$ cat config.mk
export PLATFORM = sky130hd
export DESIGN_NAME = ssd1331_cmd_sequencer
export DESIGN_NICKNAME = d
export VERILOG_FILES = /design/src/rtl/ssd1331_cmd_sequencer.sv
export SDC_FILE = /design/constraint.sdc
export NUM_CORES = 1
export LEC_CHECK = 0
export ABC_AREA = 1
export CAP_MARGIN = 30
export CORE_ASPECT_RATIO = 0.7
export CORE_MARGIN = 3
export CORE_UTILIZATION = 57
export CTS_CLUSTER_DIAMETER = 120
export CTS_CLUSTER_SIZE = 8
export DETAILED_ROUTE_END_ITERATION = 10
export PLACE_DENSITY_LB_ADDON = 0.1
export REMOVE_ABC_BUFFERS = 1
export SYNTH_ARGS = -nofsm -noshare
export SYNTH_HDL_FRONTEND = slang
export SYNTH_SLANG_ARGS = --single-unit
$ cat constraint.sdc
create_clock -name i_CLK -period 3.7 [get_ports i_CLK]
set_clock_uncertainty 0.1 [all_clocks]
set_input_delay 0.925 -clock i_CLK [delete_from_list [all_inputs] [get_ports i_CLK]]
set_output_delay 0.925 -clock i_CLK [all_outputs]
set_load 0.01 [all_outputs]
$ cat src/rtl/ssd1331_cmd_sequencer.sv
// ssd1331_cmd_sequencer: mode-driven SSD1331 power/init/fill/clear sequencer.
// Latency: a request is accepted on the edge where o_READY=1 and i_START=1; o_READY drops on that edge; first byte is valid the following cycle.
// Backpressure: o_TX_VALID/o_TX_BYTE/o_TX_DC hold while i_TX_READY=0; at most one byte transfers per cycle.
// Ports: i_CLK/i_RST clock and async active-high reset; i_MODE/i_START/i_C*/i_R*/i_COLOR request;
//        o_READY/o_POWERED/o_ERR status; o_TX_* + i_TX_READY byte stream; o_RES/o_VCCEN/o_PMODEN panel pins.
module ssd1331_cmd_sequencer #(
  parameter int WAIT_RES = 300,
  parameter int WAIT_ON  = 10000000,
  parameter int WAIT_OFF = 10000000,
  parameter int CNT_W    = 24,
  parameter int INIT_LEN = 16
) (
  input  logic        i_CLK,
  input  logic        i_RST,
  input  logic [1:0]  i_MODE,
  input  logic        i_START,
  input  logic [6:0]  i_C1,
  input  logic [6:0]  i_C2,
  input  logic [5:0]  i_R1,
  input  logic [5:0]  i_R2,
  input  logic [15:0] i_COLOR,
  output logic        o_READY,
  output logic        o_POWERED,
  output logic        o_ERR,
  output logic        o_TX_VALID,
  output logic [7:0]  o_TX_BYTE,
  output logic        o_TX_DC,
  input  logic        i_TX_READY,
  output logic        o_RES,
  output logic        o_VCCEN,
  output logic        o_PMODEN
);

  typedef enum logic [3:0] {
    IDLE, PON_RES, PON_RAIL, PON_INIT, PON_DISP, PON_WAIT,
    POFF_CMD, POFF_VCC, POFF_VDD, FILL, CLEAR
  } state_t;

  localparam logic [CNT_W-1:0] RES_LAST  = CNT_W'(WAIT_RES - 1);
  localparam logic [CNT_W-1:0] ON_LAST   = CNT_W'(WAIT_ON - 1);
  localparam logic [CNT_W-1:0] OFF_LAST  = CNT_W'(WAIT_OFF - 1);
  localparam logic [3:0]       INIT_LAST = 4'(INIT_LEN - 1);

  state_t            state_q, state_d;
  logic [CNT_W-1:0]  cnt_q, cnt_d;
  logic [3:0]        idx_q, idx_d;
  logic              ready_q, ready_d, err_q, err_d;
  logic              powered_q, powered_d, vccen_q, vccen_d, pmoden_q, pmoden_d;
  logic [6:0]        c1_q, c1_d, c2_q, c2_d;
  logic [5:0]        r1_q, r1_d, r2_q, r2_d;
  logic [15:0]       color_q, color_d;
  logic              xfer;

  // Normalised corners: order first, then clamp to the 96x64 panel.
  logic [6:0] c_lo, c_hi;
  logic [5:0] r_lo, r_hi;
  assign c_lo = (i_C1 > i_C2) ? i_C2 : i_C1;
  assign c_hi = (i_C1 > i_C2) ? i_C1 : i_C2;
  assign r_lo = (i_R1 > i_R2) ? i_R2 : i_R1;
  assign r_hi = (i_R1 > i_R2) ? i_R1 : i_R2;

  function automatic logic [7:0] init_byte(input logic [3:0] i);
    case (i)
      4'd0:  init_byte = 8'hFD;  4'd1:  init_byte = 8'h12;
      4'd2:  init_byte = 8'hAE;  4'd3:  init_byte = 8'hA0;
      4'd4:  init_byte = 8'h72;  4'd5:  init_byte = 8'hA1;
      4'd6:  init_byte = 8'h00;  4'd7:  init_byte = 8'hA2;
      4'd8:  init_byte = 8'h00;  4'd9:  init_byte = 8'hA4;
      4'd10: init_byte = 8'hA8;  4'd11: init_byte = 8'h3F;
      4'd12: init_byte = 8'hAD;  4'd13: init_byte = 8'h8E;
      4'd14: init_byte = 8'hB0;  default: init_byte = 8'h0B;
    endcase
  endfunction

  // State register
  always_ff @(posedge i_CLK or posedge i_RST) begin
    if (i_RST) begin
      state_q   <= IDLE;
      cnt_q     <= '0;
      idx_q     <= '0;
      ready_q   <= 1'b0;
      err_q     <= 1'b0;
      powered_q <= 1'b0;
      vccen_q   <= 1'b0;
      pmoden_q  <= 1'b0;
      c1_q      <= '0;
      c2_q      <= '0;
      r1_q      <= '0;
      r2_q      <= '0;
      color_q   <= '0;
    end else begin
      state_q   <= state_d;
      cnt_q     <= cnt_d;
      idx_q     <= idx_d;
      ready_q   <= ready_d;
      err_q     <= err_d;
      powered_q <= powered_d;
      vccen_q   <= vccen_d;
      pmoden_q  <= pmoden_d;
      c1_q      <= c1_d;
      c2_q      <= c2_d;
      r1_q      <= r1_d;
      r2_q      <= r2_d;
      color_q   <= color_d;
    end
  end

  assign xfer = o_TX_VALID & i_TX_READY;

  // Next-state logic
  always_comb begin
    state_d   = state_q;
    cnt_d     = cnt_q;
    idx_d     = idx_q;
    err_d     = 1'b0;
    powered_d = powered_q;
    vccen_d   = vccen_q;
    pmoden_d  = pmoden_q;
    c1_d      = c1_q;
    c2_d      = c2_q;
    r1_d      = r1_q;
    r2_d      = r2_q;
    color_d   = color_q;
    case (state_q)
      IDLE: begin
        if (ready_q && i_START) begin
          if ((i_MODE == 2'b00) == powered_q) begin
            err_d = 1'b1;
          end else begin
            c1_d    = (c_lo > 7'd95) ? 7'd95 : c_lo;
            c2_d    = (c_hi > 7'd95) ? 7'd95 : c_hi;
            r1_d    = (r_lo > 6'd63) ? 6'd63 : r_lo;
            r2_d    = (r_hi > 6'd63) ? 6'd63 : r_hi;
            color_d = i_COLOR;
            case (i_MODE)
              2'b00:   state_d = PON_RES;
              2'b01:   state_d = POFF_CMD;
              2'b10:   state_d = FILL;
              default: state_d = CLEAR;
            endcase
          end
        end
      end
      PON_RES: begin
        if (cnt_q == RES_LAST) begin
          cnt_d = '0; state_d = PON_RAIL; pmoden_d = 1'b1; vccen_d = 1'b1;
        end else cnt_d = cnt_q + 1'b1;
      end
      PON_RAIL: begin
        if (cnt_q == RES_LAST) begin
          cnt_d = '0; state_d = PON_INIT;
        end else cnt_d = cnt_q + 1'b1;
      end
      PON_INIT: begin
        if (xfer) begin
          if (idx_q == INIT_LAST) begin
            idx_d = '0; state_d = PON_DISP;
          end else idx_d = idx_q + 1'b1;
        end
      end
      PON_DISP: if (xfer) state_d = PON_WAIT;
      PON_WAIT: begin
        if (cnt_q == ON_LAST) begin
          cnt_d = '0; state_d = IDLE; powered_d = 1'b1;
        end else cnt_d = cnt_q + 1'b1;
      end
      POFF_CMD: begin
        if (xfer) begin
          state_d = POFF_VCC; vccen_d = 1'b0;
        end
      end
      POFF_VCC: begin
        if (cnt_q == OFF_LAST) begin
          cnt_d = '0; state_d = POFF_VDD; pmoden_d = 1'b0; powered_d = 1'b0;
        end else cnt_d = cnt_q + 1'b1;
      end
      POFF_VDD: state_d = IDLE;
      FILL: begin
        if (xfer) begin
          if (idx_q == 4'd12) begin
            idx_d = '0; state_d = IDLE;
          end else idx_d = idx_q + 1'b1;
        end
      end
      CLEAR: begin
        if (xfer) begin
          if (idx_q == 4'd4) begin
            idx_d = '0; state_d = IDLE;
          end else idx_d = idx_q + 1'b1;
        end
      end
      default: state_d = IDLE;
    endcase
    // Registered so READY stays low while reset is held and rises on the first edge after release.
    ready_d = (state_d == IDLE);
  end

  // Output logic
  always_comb begin
    o_TX_VALID = 1'b0;
    o_TX_BYTE  = 8'h00;
    o_TX_DC    = 1'b0;
    o_RES      = (state_q != PON_RES);
    case (state_q)
      PON_INIT: begin o_TX_VALID = 1'b1; o_TX_BYTE = init_byte(idx_q); end
      PON_DISP: begin o_TX_VALID = 1'b1; o_TX_BYTE = 8'hAF; end
      POFF_CMD: begin o_TX_VALID = 1'b1; o_TX_BYTE = 8'hAE; end
      FILL: begin
        o_TX_VALID = 1'b1;
        case (idx_q)
          4'd0:         o_TX_BYTE = 8'h26;
          4'd1:         o_TX_BYTE = 8'h01;
          4'd2:         o_TX_BYTE = 8'h22;
          4'd3:         o_TX_BYTE = {1'b0, c1_q};
          4'd4:         o_TX_BYTE = {2'b00, r1_q};
          4'd5:         o_TX_BYTE = {1'b0, c2_q};
          4'd6:         o_TX_BYTE = {2'b00, r2_q};
          4'd7, 4'd10:  o_TX_BYTE = {2'b00, color_q[15:11], 1'b0};
          4'd8, 4'd11:  o_TX_BYTE = {2'b00, color_q[10:5]};
          4'd9, 4'd12:  o_TX_BYTE = {2'b00, color_q[4:0], 1'b0};
          default:      o_TX_BYTE = 8'h00;
        endcase
      end
      CLEAR: begin
        o_TX_VALID = 1'b1;
        case (idx_q)
          4'd0:    o_TX_BYTE = 8'h25;
          4'd1:    o_TX_BYTE = {1'b0, c1_q};
          4'd2:    o_TX_BYTE = {2'b00, r1_q};
          4'd3:    o_TX_BYTE = {1'b0, c2_q};
          4'd4:    o_TX_BYTE = {2'b00, r2_q};
          default: o_TX_BYTE = 8'h00;
        endcase
      end
      default: ;
    endcase
  end

  assign o_READY   = ready_q;
  assign o_ERR     = err_q;
  assign o_POWERED = powered_q;
  assign o_VCCEN   = vccen_q;
  assign o_PMODEN  = pmoden_q;

endmodule

==> run_1/ff_map.png <==
Scale bar: 50 um.
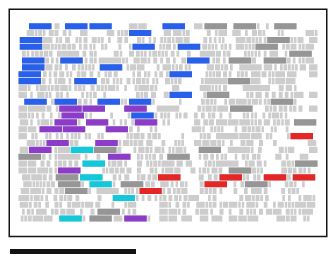
- cyan: `r2_q` (sequential cells 6; where south-west)
- blue: `cnt_q` (sequential cells 24)
- red: `c2_q` (sequential cells 7)
- purple: `color_q` (sequential cells 16; where west)

==> run_1/clock_nets.png <==
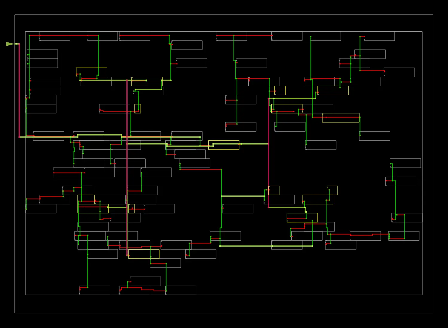
CTS Buf Count: 9
Flops: 79
clock buffer count: 10

==> flow_summary.json, run 1 <==
{
  "cp-end-kind": "primary output",
  "area_delta_synth_final_pct": 20.1,
  "wl_per_cell_um": 17.0,
  "final_util_pct": 72.6,
  "hp-class": "register to register",
  "worstPathArrival_ns": 2.62,
  "period_used_pct": 98.5,
  "path_class": "register to primary output",
  "place.gp.congestion": 0.970,
  "seq_area_frac_synth_pct": 34.9,
  "drive_gt1_share_pct": 7.74,
  "worstPathMaxFanout": 7,
  "antenna_left": 0,
  "synthDistinctLibCells": 43,
  "grt-ovfl-total": 0,
  "period_needed_ns": 3.65,
  "htree_levels": 3,
  "boundaryPins": 64,
  "cts_sinks": 79,
  "drv_slew": 0,
  "yosys-stat-area_sq_um": 5660,
  "antenna_found_initial": 0,
  "fp_util_pct": 60.5,
  "crit_chain": "buf_4 -> ha_1 -> nand2_1 -> inv_1 -> buf_4 -> a21oi_1 -> nand3_1 -> nand2_1 -> nand4_1 -> clkdlybuf4s50_1",
  "grt_pass1_wl_mm": 28.4,
  "path_buffers": 4,
  "required_ns": 2.67,
  "cp-start-kind": "register",
  "die-height_um": 89.4,
  "cpLargestDelayFamily": "buffers and inverters",
  "placed_cell_area_sq_um": 6420,
  "slowest_delay_ns": 0.50,
  "cts_root_buf": "clkbuf_16",
  "ys_warn_count": 0,
  "grt_max_degree": 80,
  "finalHoldViolCount": 0,
  "postSynthCellCount": 832,
  "async_flop_share_pct": 100,
  "rows": 29,
  "design.die.area_sq_um": 11200,
  "grtUsageTotal_pct": 31.8,
  "grt_pass1_vias": 5584,
  "dr.first_iter.drc_count": 813,
  "syn_area_per_cell_sq_um": 6.80,
  "yosysTopAreaCell": "dfrtp_1",
  "cts-resized-gates": 2,
  "diodes": 0,
  "tool_warnings": 33,
  "ir_drop_mv": 0.438,
  "drc_errors": 0,
  "via_count": 6137,
  "relSlewSlack_pct": 62.2,
  "powerDensity_nw_per_um2": 643,
  "core_area_sq_um": 9360,
  "status": "finished clean",
  "drv_cap": 0,
  "cp_slowest_cell": "clkdlybuf4s50_1",
  "rsz0062_at_grt": "yes",
  "dp_hpwl_mm": 13.2,
  "ys_ff": 79,
  "clk_latency_ns": 0.34,
  "final_nets": 969,
  "fmax_mhz": 274,
  "post-cts-setup-buffer-count": 0,
  "wirelength_mm": 17.5,
  "cts_tree": "yes",
  "top_cells_by_count": "194 x nand2_1, 118 x inv_1, 99 x nor2_1",
  "tightest_slew_ns": 0.567,
  "path_clk_slew_ns": 0.06,
  "syn-cell-area_sq_um": 5660,
  "p_leak_uw": 0.00336,
  "clock_path_buffers": 2,
  "final_area_sq_um": 6800,
  "synth_stat.cells": 832,
  "die_w_um": 125,
  "via_per_inst": 5.97,
  "top_cell": "nand2_1",
  "hold_buffers": 0,
  "synthTopCellsByArea": "dfrtp_1 35%, nand2_1 13%, inv_1 7.8%",
  "portBuffers": 62,
  "synth-edff-count": 0,
  "yosys.area.top_type_share_pct": 34.9
}
==> run_1/class_map.png <==
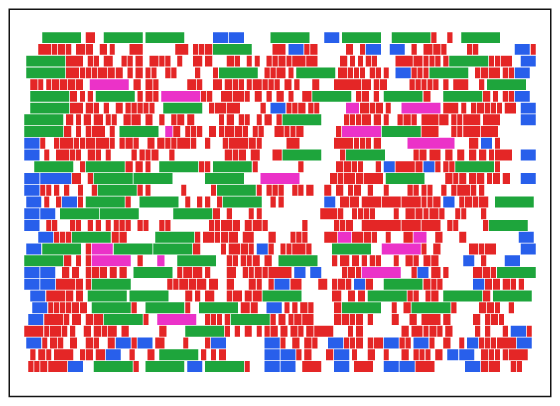
- blue: remaining buffers and delay cells (cells 77; share of their area 11%)
- red: remaining logic cells (cells 732; share of their area 54%)
- green: registers (cells 79; share of their area 30%)
- magenta: clock drivers and dummy loads (cells 16; share of their area 4.6%)

## run 1: logic make-up (layout without fill, tap and decap cells)
kind of cell               after synthesis  after routing  synth area share (%)
AOI/OAI and AO/OA                      158            158                  15.6
xor gates and xnor gates                12             12                  1.86
adders and majority gates               22             22                  4.86
buffers and inverters                  143            215                  9.99
DFF                                     79             79                  34.9
other                                    1              1                0.0663
and+or+nand+nor                        417            417                  32.7
## run 1: final timing paths
| kind | from | to | slack [ns] | cells past startpoint |
|---|---|---|---|---|
| max in group asynchronous | i_RST | c2_q[3] | 2.25 | 3 |
| worst min-delay path | o_PMODEN | o_PMODEN | 0.38 | 2 |
| worst min register to register | o_PMODEN | o_PMODEN | 0.38 | 2 |
| min in group asynchronous | i_RST | cnt_q[20] | 0.89 | 3 |
| worst max-delay path | idx_q[0] | o_TX_BYTE[0] | 0.05 | 10 |
| worst max register to register | idx_q[0] | o_READY | 1.38 | 13 |
## run 1: placed cells by master (no fill, tap or decap), types with 4 or more instances in the layout
master / netlist / routed
a21oi_1: 55 / 55
a22oi_1: 4 / 4
buf_4: 4 / 14
clkbuf_16: 0 / 9
clkdlybuf4s50_1: 0 / 62
dfrtp_1: 79 / 79
ha_1: 22 / 21
inv_1: 118 / 114
inv_2: 3 / 6
nand2_1: 194 / 194
nand2_2: 5 / 5
nand3_1: 63 / 63
nand4_1: 18 / 18
nor2_1: 99 / 98
nor2_2: 6 / 7
nor2_4: 8 / 8
nor3_1: 14 / 14
o21ai_0: 55 / 53
o22ai_1: 23 / 22
xor2_1: 11 / 11
## run 1: layout make-up
| cell class | instances | area, sq um |
|---|---|---|
| Clock buffer | 10 | 239 |
| Clock inverter | 6 | 66.3 |
| Fill cell | 754 | 2570 |
| Inverter | 122 | 464 |
| Multi-Input combinational cell | 610 | 3150 |
| Sequential cell | 79 | 1980 |
| Tap cell | 124 | 155 |
| Timing Repair Buffer | 77 | 746 |
## run 1: per-stage QoR
stage	cells	setup WS, ns	hold WS (ns)	power, uW	setup TNS (ns)
3_5_place_dp	1008	0.254	0.368	3310	0
3_3_place_gp	1008	0.356	0.366	3240	0
4_1_cts	1024	0.000141	0.382	4250	0
2_1_floorplan	811	0.652	0.342	2590	0
5_1_grt	1028	-0.0371	0.407	4630	-0.0448
6_report	1028	0.0546	0.383	4370	0
## run 1: report_power, final
part / internal (uW) / total, uW / switching [uW] / leakage (uW)
clock network: 545 / 922 / 377 / 0.000153
logic: 714 / 2010 / 1300 / 0.00221
registers: 1160 / 1440 / 275 / 0.000998
total: 2420 / 4370 / 1950 / 0.00336
## run 1: state kept, by name, indices dropped and copies added (netlist names)
register,count
o_VCCEN,1
o_READY,1
color_q,16
idx_q,4
c1_q,7
cnt_q,24
o_POWERED,1
r1_q,6
c2_q,7
state_q,4
o_ERR,1
o_PMODEN,1
r2_q,6
## run 1: tightest hold or removal path: cells and delay by family, from the launching register on
kind	cells	cell delay (ns)
flops	1	0.34
simple gates	1	0.05
compound gates	1	0.06
## run 1: layer usage
metal / vias to the layer above / global-route usage (%) / wire length (um)
li1: 2864 / - / -
met1: 2809 / 46.5 / 7830
met2: 426 / 47.2 / 7200
met3: 38 / 8.42 / 2140
met4: 0 / 8.17 / 331
met5: - / 0 / 0
--- run 2 (diff from run 1) ---
- CELL_PAD_IN_SITES_DETAIL_PLACEMENT: not set -> 1
- CELL_PAD_IN_SITES_GLOBAL_PLACEMENT: not set -> 2
- CORE_UTILIZATION: 57 -> 32
- GPL_ROUTABILITY_DRIVEN: not set -> 1
==> run_2/ff_map.png <==
Scale bar: 50 um.
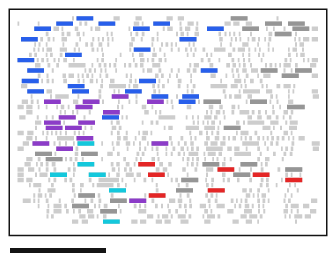
- red: `c2_q` (sequential cells 7)
- cyan: `r2_q` (sequential cells 6; where south-west)
- blue: `cnt_q` (sequential cells 24)
- purple: `color_q` (sequential cells 16; where west)
- not colored: 26

==> flow_summary.json, run 2 <==
{
  "status": "finished clean",
  "worstPathMaxFanout": 8,
  "setup_slack_ns": 0.140,
  "path_clk_slew_ns": 0.07,
  "seq_area_frac_synth_pct": 34.9,
  "top_regs": "cnt_q: 24 flops, color_q: 16 flops",
  "portBuffers": 62,
  "yosys.area_share.aoi_pct": 15.6,
  "place.gp.congestion": 0.918,
  "area_delta_synth_final_pct": 23.9,
  "synthTopCellsByArea": "dfrtp_1 35%, nand2_1 13%, inv_1 7.8%",
  "yosys.area.top_type_share_pct": 34.9,
  "grt-ovfl-total": 0,
  "fmax_mhz": 281,
  "worstPathArrival_ns": 2.54,
  "period_used_pct": 96.2,
  "tightest_slew_ns": 0.636,
  "yosysTopAreaCell": "dfrtp_1",
  "yosys-stat-area_sq_um": 5660,
  "period_needed_ns": 3.56,
  "finalHoldViolCount": 0,
  "design.die.area_sq_um": 19300,
  "ys_ff": 79,
  "diodes": 0,
  "dp_hpwl_mm": 16.0,
  "synth-xor-area-share_pct": 1.86,
  "wl_per_cell_um": 17.6,
  "ir_drop_mv": 0.237,
  "die-height_um": 117,
  "cts_made_buffers": 9,
  "grt_max_degree": 50,
  "relSlewSlack_pct": 57.6,
  "cp-end-kind": "primary output",
  "required_ns": 2.67,
  "syn_area_per_cell_sq_um": 6.80,
  "powerDensity_nw_per_um2": 637,
  "most-common-layout-cells": "191 x nand2_1, 113 x inv_1, 96 x nor2_1",
  "synthDistinctLibCells": 43,
  "synth_stat.cells": 832,
  "drv_cap": 0,
  "clk_latency_ns": 0.35,
  "grtUsageTotal_pct": 21.6,
  "p_leak_uw": 0.00342,
  "setup_tns_ns": 0,
  "logic_family": "simple AND/OR/NAND/NOR gates",
  "syn-cell-area_sq_um": 5660
}
==> run_2/class_map.png <==
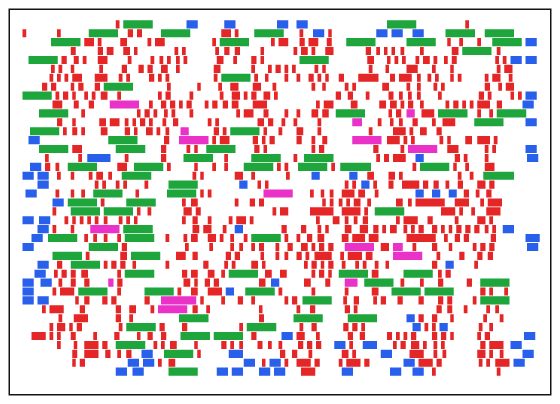
- magenta: clock drivers and dummy loads (cells 16; share of their area 4.5%)
- blue: remaining buffers and delay cells (cells 78; share of their area 11%)
- green: registers (cells 79; share of their area 29%)
- red: remaining logic cells (cells 732; share of their area 55%)

## run 2: cell counts after synthesis
Identical to the previous run, type by type.
## run 2: power breakdown
part / internal [uW] / switching, uW / total [uW]
Sequential: 1170 / 291 / 1460
Clock: 532 / 411 / 943
Combinational: 735 / 1330 / 2070
Total: 2430 / 2040 / 4470
## run 2: final timing paths
path	depth (start not counted)	endpoint	start	slack [ns]
max in group asynchronous	3	idx_q[3]	i_RST	1.91
min in group asynchronous	2	cnt_q[20]	i_RST	0.85
hold reg to reg	2	color_q[4]	color_q[4]	0.39
setup reg to reg	8	cnt_q[19]	cnt_q[0]	1.31
hold / removal	2	color_q[4]	color_q[4]	0.39
setup / recovery	10	o_TX_BYTE[3]	idx_q[2]	0.14
## run 2: metal layers
layer | GRT usage (%) | up-vias | share of wire (%)
met1 | 34.8 | 2761 | 55
met5 | 0 | - | 0
li1 | - | 2851 | -
met2 | 29.8 | 119 | 39
met3 | 3.76 | 10 | 4.6
met4 | 3.80 | 0 | 0.78
## run 2: timing repair
item	4_1_cts	5_1_grt
gates resized	16	19
buffers inserted	3	2
endpoints found under the hold margin	0	0
endpoints found under the setup margin	6	6
pin swaps	1	2
gates cloned	0	0
## run 2: cell families after synthesis
| logic type | Yosys count |
|---|---|
| other cells | 1 |
| compound gates | 158 |
| buf+inv | 143 |
| xor+xnor | 12 |
| simple gates | 417 |
| flops | 79 |
| fa+ha+maj | 22 |
## run 2: cell type report
type	instances	area [sq um]
flip-flops and latches	79	1980
well taps	231	289
clock buffers	9	225
inverters	122	465
repair buffers	78	761
multi-input cells	610	3220
clock inverters	7	78.8
fillers	2205	10300
## run 2: metrics by stage
step / cells / util (%) / area [sq um] / hold WS (ns)
floorplan: 811 / - / 5550 / 0.342
global placement: 1115 / 38.0 / 6560 / 0.363
detailed placement: 1115 / 38.0 / 6560 / 0.367
CTS: 1134 / 40.1 / 6930 / 0.391
global route: 1136 / 40.6 / 7010 / 0.404
finish: 1136 / 40.6 / 7010 / 0.390
## run 2: critical path, cell delays in order, from the launching register on
cell and delay (ns):
dfrtp_2 0.50, inv_2 0.14, nand2_1 0.16, inv_1 0.20, o21ai_2 0.11, inv_1 0.16, nand2_1 0.07, nand4_1 0.10
nand2_1 0.07, nand2_1 0.12, clkdlybuf4s50_1 0.54
--- run 3 (diff from run 2) ---
- clock period: 3.7 -> 3.6 ns (I/O delays scaled with it)
==> run_3/clock_wires.png <==
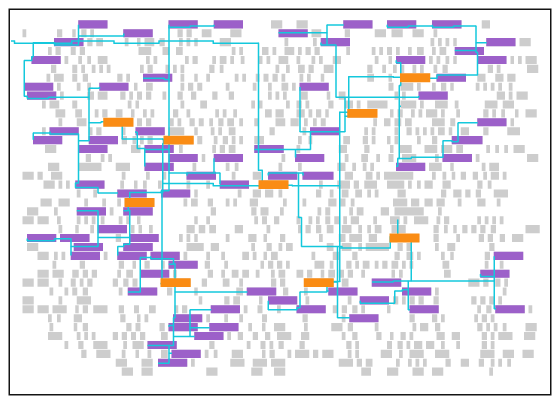
- purple: flip-flops (count 79)
- cyan: clock wires (length 1370 um)
- orange: clock-net drivers (count 9)
- flops lie: widely spread

==> flow_summary.json, run 3 <==
{
  "finalHoldViolCount": 0,
  "path_clk_slew_ns": 0.07,
  "hold_slack_ns": 0.380,
  "yosys.area_share.aoi_pct": 15.6,
  "p_leak_uw": 0.00347,
  "powerDensity_nw_per_um2": 656,
  "r2r_start": "cnt_q[0]",
  "synth-xor-area-share_pct": 1.86,
  "combinationalPowerShare_pct": 48.6,
  "timing.critical_path.from": "idx_q[0]",
  "cts_made_buffers": 9,
  "place.gp.congestion": 0.975,
  "clock_power_share_pct": 19.5,
  "seq_area_frac_synth_pct": 34.9,
  "worstPathArrival_ns": 2.40,
  "period_needed_ns": 3.40,
  "sw_frac_of_total_pct": 46.0,
  "placed_cell_area_sq_um": 6610,
  "drv_cap": 0,
  "worstHoldStart": "color_q[8]",
  "grtUsageTotal_pct": 21.7,
  "design.die.area_sq_um": 19300,
  "power_switching_uw": 2120,
  "tightest_slew_ns": 0.633,
  "period_used_pct": 94.6,
  "ys_ff": 79,
  "grt_max_degree": 39,
  "wl_per_cell_um": 17.9,
  "final_area_sq_um": 7050,
  "portBuffers": 62,
  "num-fill-cells": 2218,
  "logic_family": "simple AND/OR/NAND/NOR gates",
  "mi_logic_area_sq_um": 3200,
  "status": "finished clean",
  "worstPathMaxFanout": 6,
  "dp_hpwl_mm": 16.3,
  "slowest_delay_ns": 0.43,
  "clk_latency_ns": 0.35
}
==> run_3/sizing.png <==
Scale bar: 50 um.
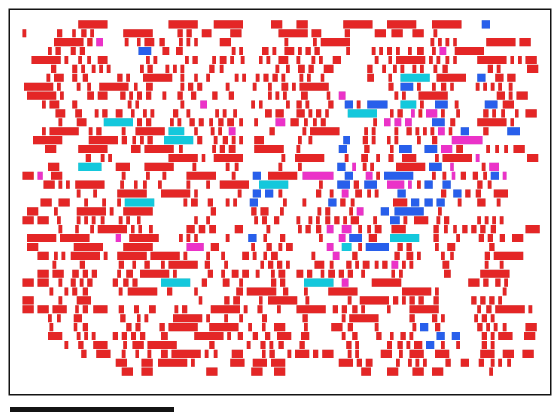
- red: x1 and smaller (cells 820)
- magenta: x2 (cells 36)
- cyan: x6 and larger (cells 13)
- blue: x3 and x4 (cells 44)

[run 3: routing by layer]
metal	up-vias	wire (um)	GRT usage [%]
met5	-	0	0
met4	0	166	4.19
met3	12	983	4.68
met2	133	7840	29.1
met1	2840	11500	35.0
li1	2872	-	-
[run 3: critical path: cells and delay by family, from the launching register on]
kind / cells / cell delay [ns]
compound gates: 1 / 0.16
fa+ha+maj: 1 / 0.18
buf+inv: 4 / 0.72
flops: 1 / 0.43
simple gates: 6 / 0.57
[run 3: cell families after synthesis]
group	count (synthesis)
flops	79
fa+ha+maj	22
buf+inv	143
simple gates	417
other cells	1
xor+xnor	12
compound gates	158
[run 3: worst paths after layout]
kind	end	depth (start not counted)	slack (ns)
hold reg to reg	color_q[8]	2	0.38
setup reg to reg	cnt_q[20]	8	1.25
min in group asynchronous	cnt_q[19]	2	0.82
setup / recovery	o_TX_BYTE[0]	12	0.20
max in group asynchronous	state_q[3]	3	1.95
hold / removal	color_q[8]	2	0.38
[run 3: layout make-up]
| class | count | area share [%] |
|---|---|---|
| clock buffer | 11 | 3.59 |
| clock inverter | 4 | 0.426 |
| inverter | 122 | 6.61 |
| multi-input combinational | 610 | 45.4 |
| sequential | 79 | 28.1 |
| tap | 231 | 4.10 |
| timing repair buffer | 87 | 11.8 |
[run 3: power groups by stage]
stage               clock [uW]  sequential [uW]  combinational [uW]
floorplan                    0             1400                1260
CTS                        933             1460                2200
finish                     901             1470                2250
global placement             0             1460                2060
detailed placement           0             1470                2090
global route               971             1510                2490
[run 3: per-stage QoR]
step	power [uW]	utilization, %	cells	setup slack (ns)
2_1_floorplan	2660	-	811	0.577
3_3_place_gp	3520	38.3	1122	0.187
3_5_place_dp	3560	38.3	1122	0.0979
4_1_cts	4600	40.6	1142	-0.00125
5_1_grt	4970	40.8	1144	0.0665
6_report	4620	40.8	1144	0.196
[run 3: what timing repair did]
item,in CTS,in global routing
pin swaps,1,1
hold endpoints to repair,0,0
endpoints found under the setup margin,6,6
resized,23,14
setup buffers,5,2
Power and IR drop assume default switching activity.
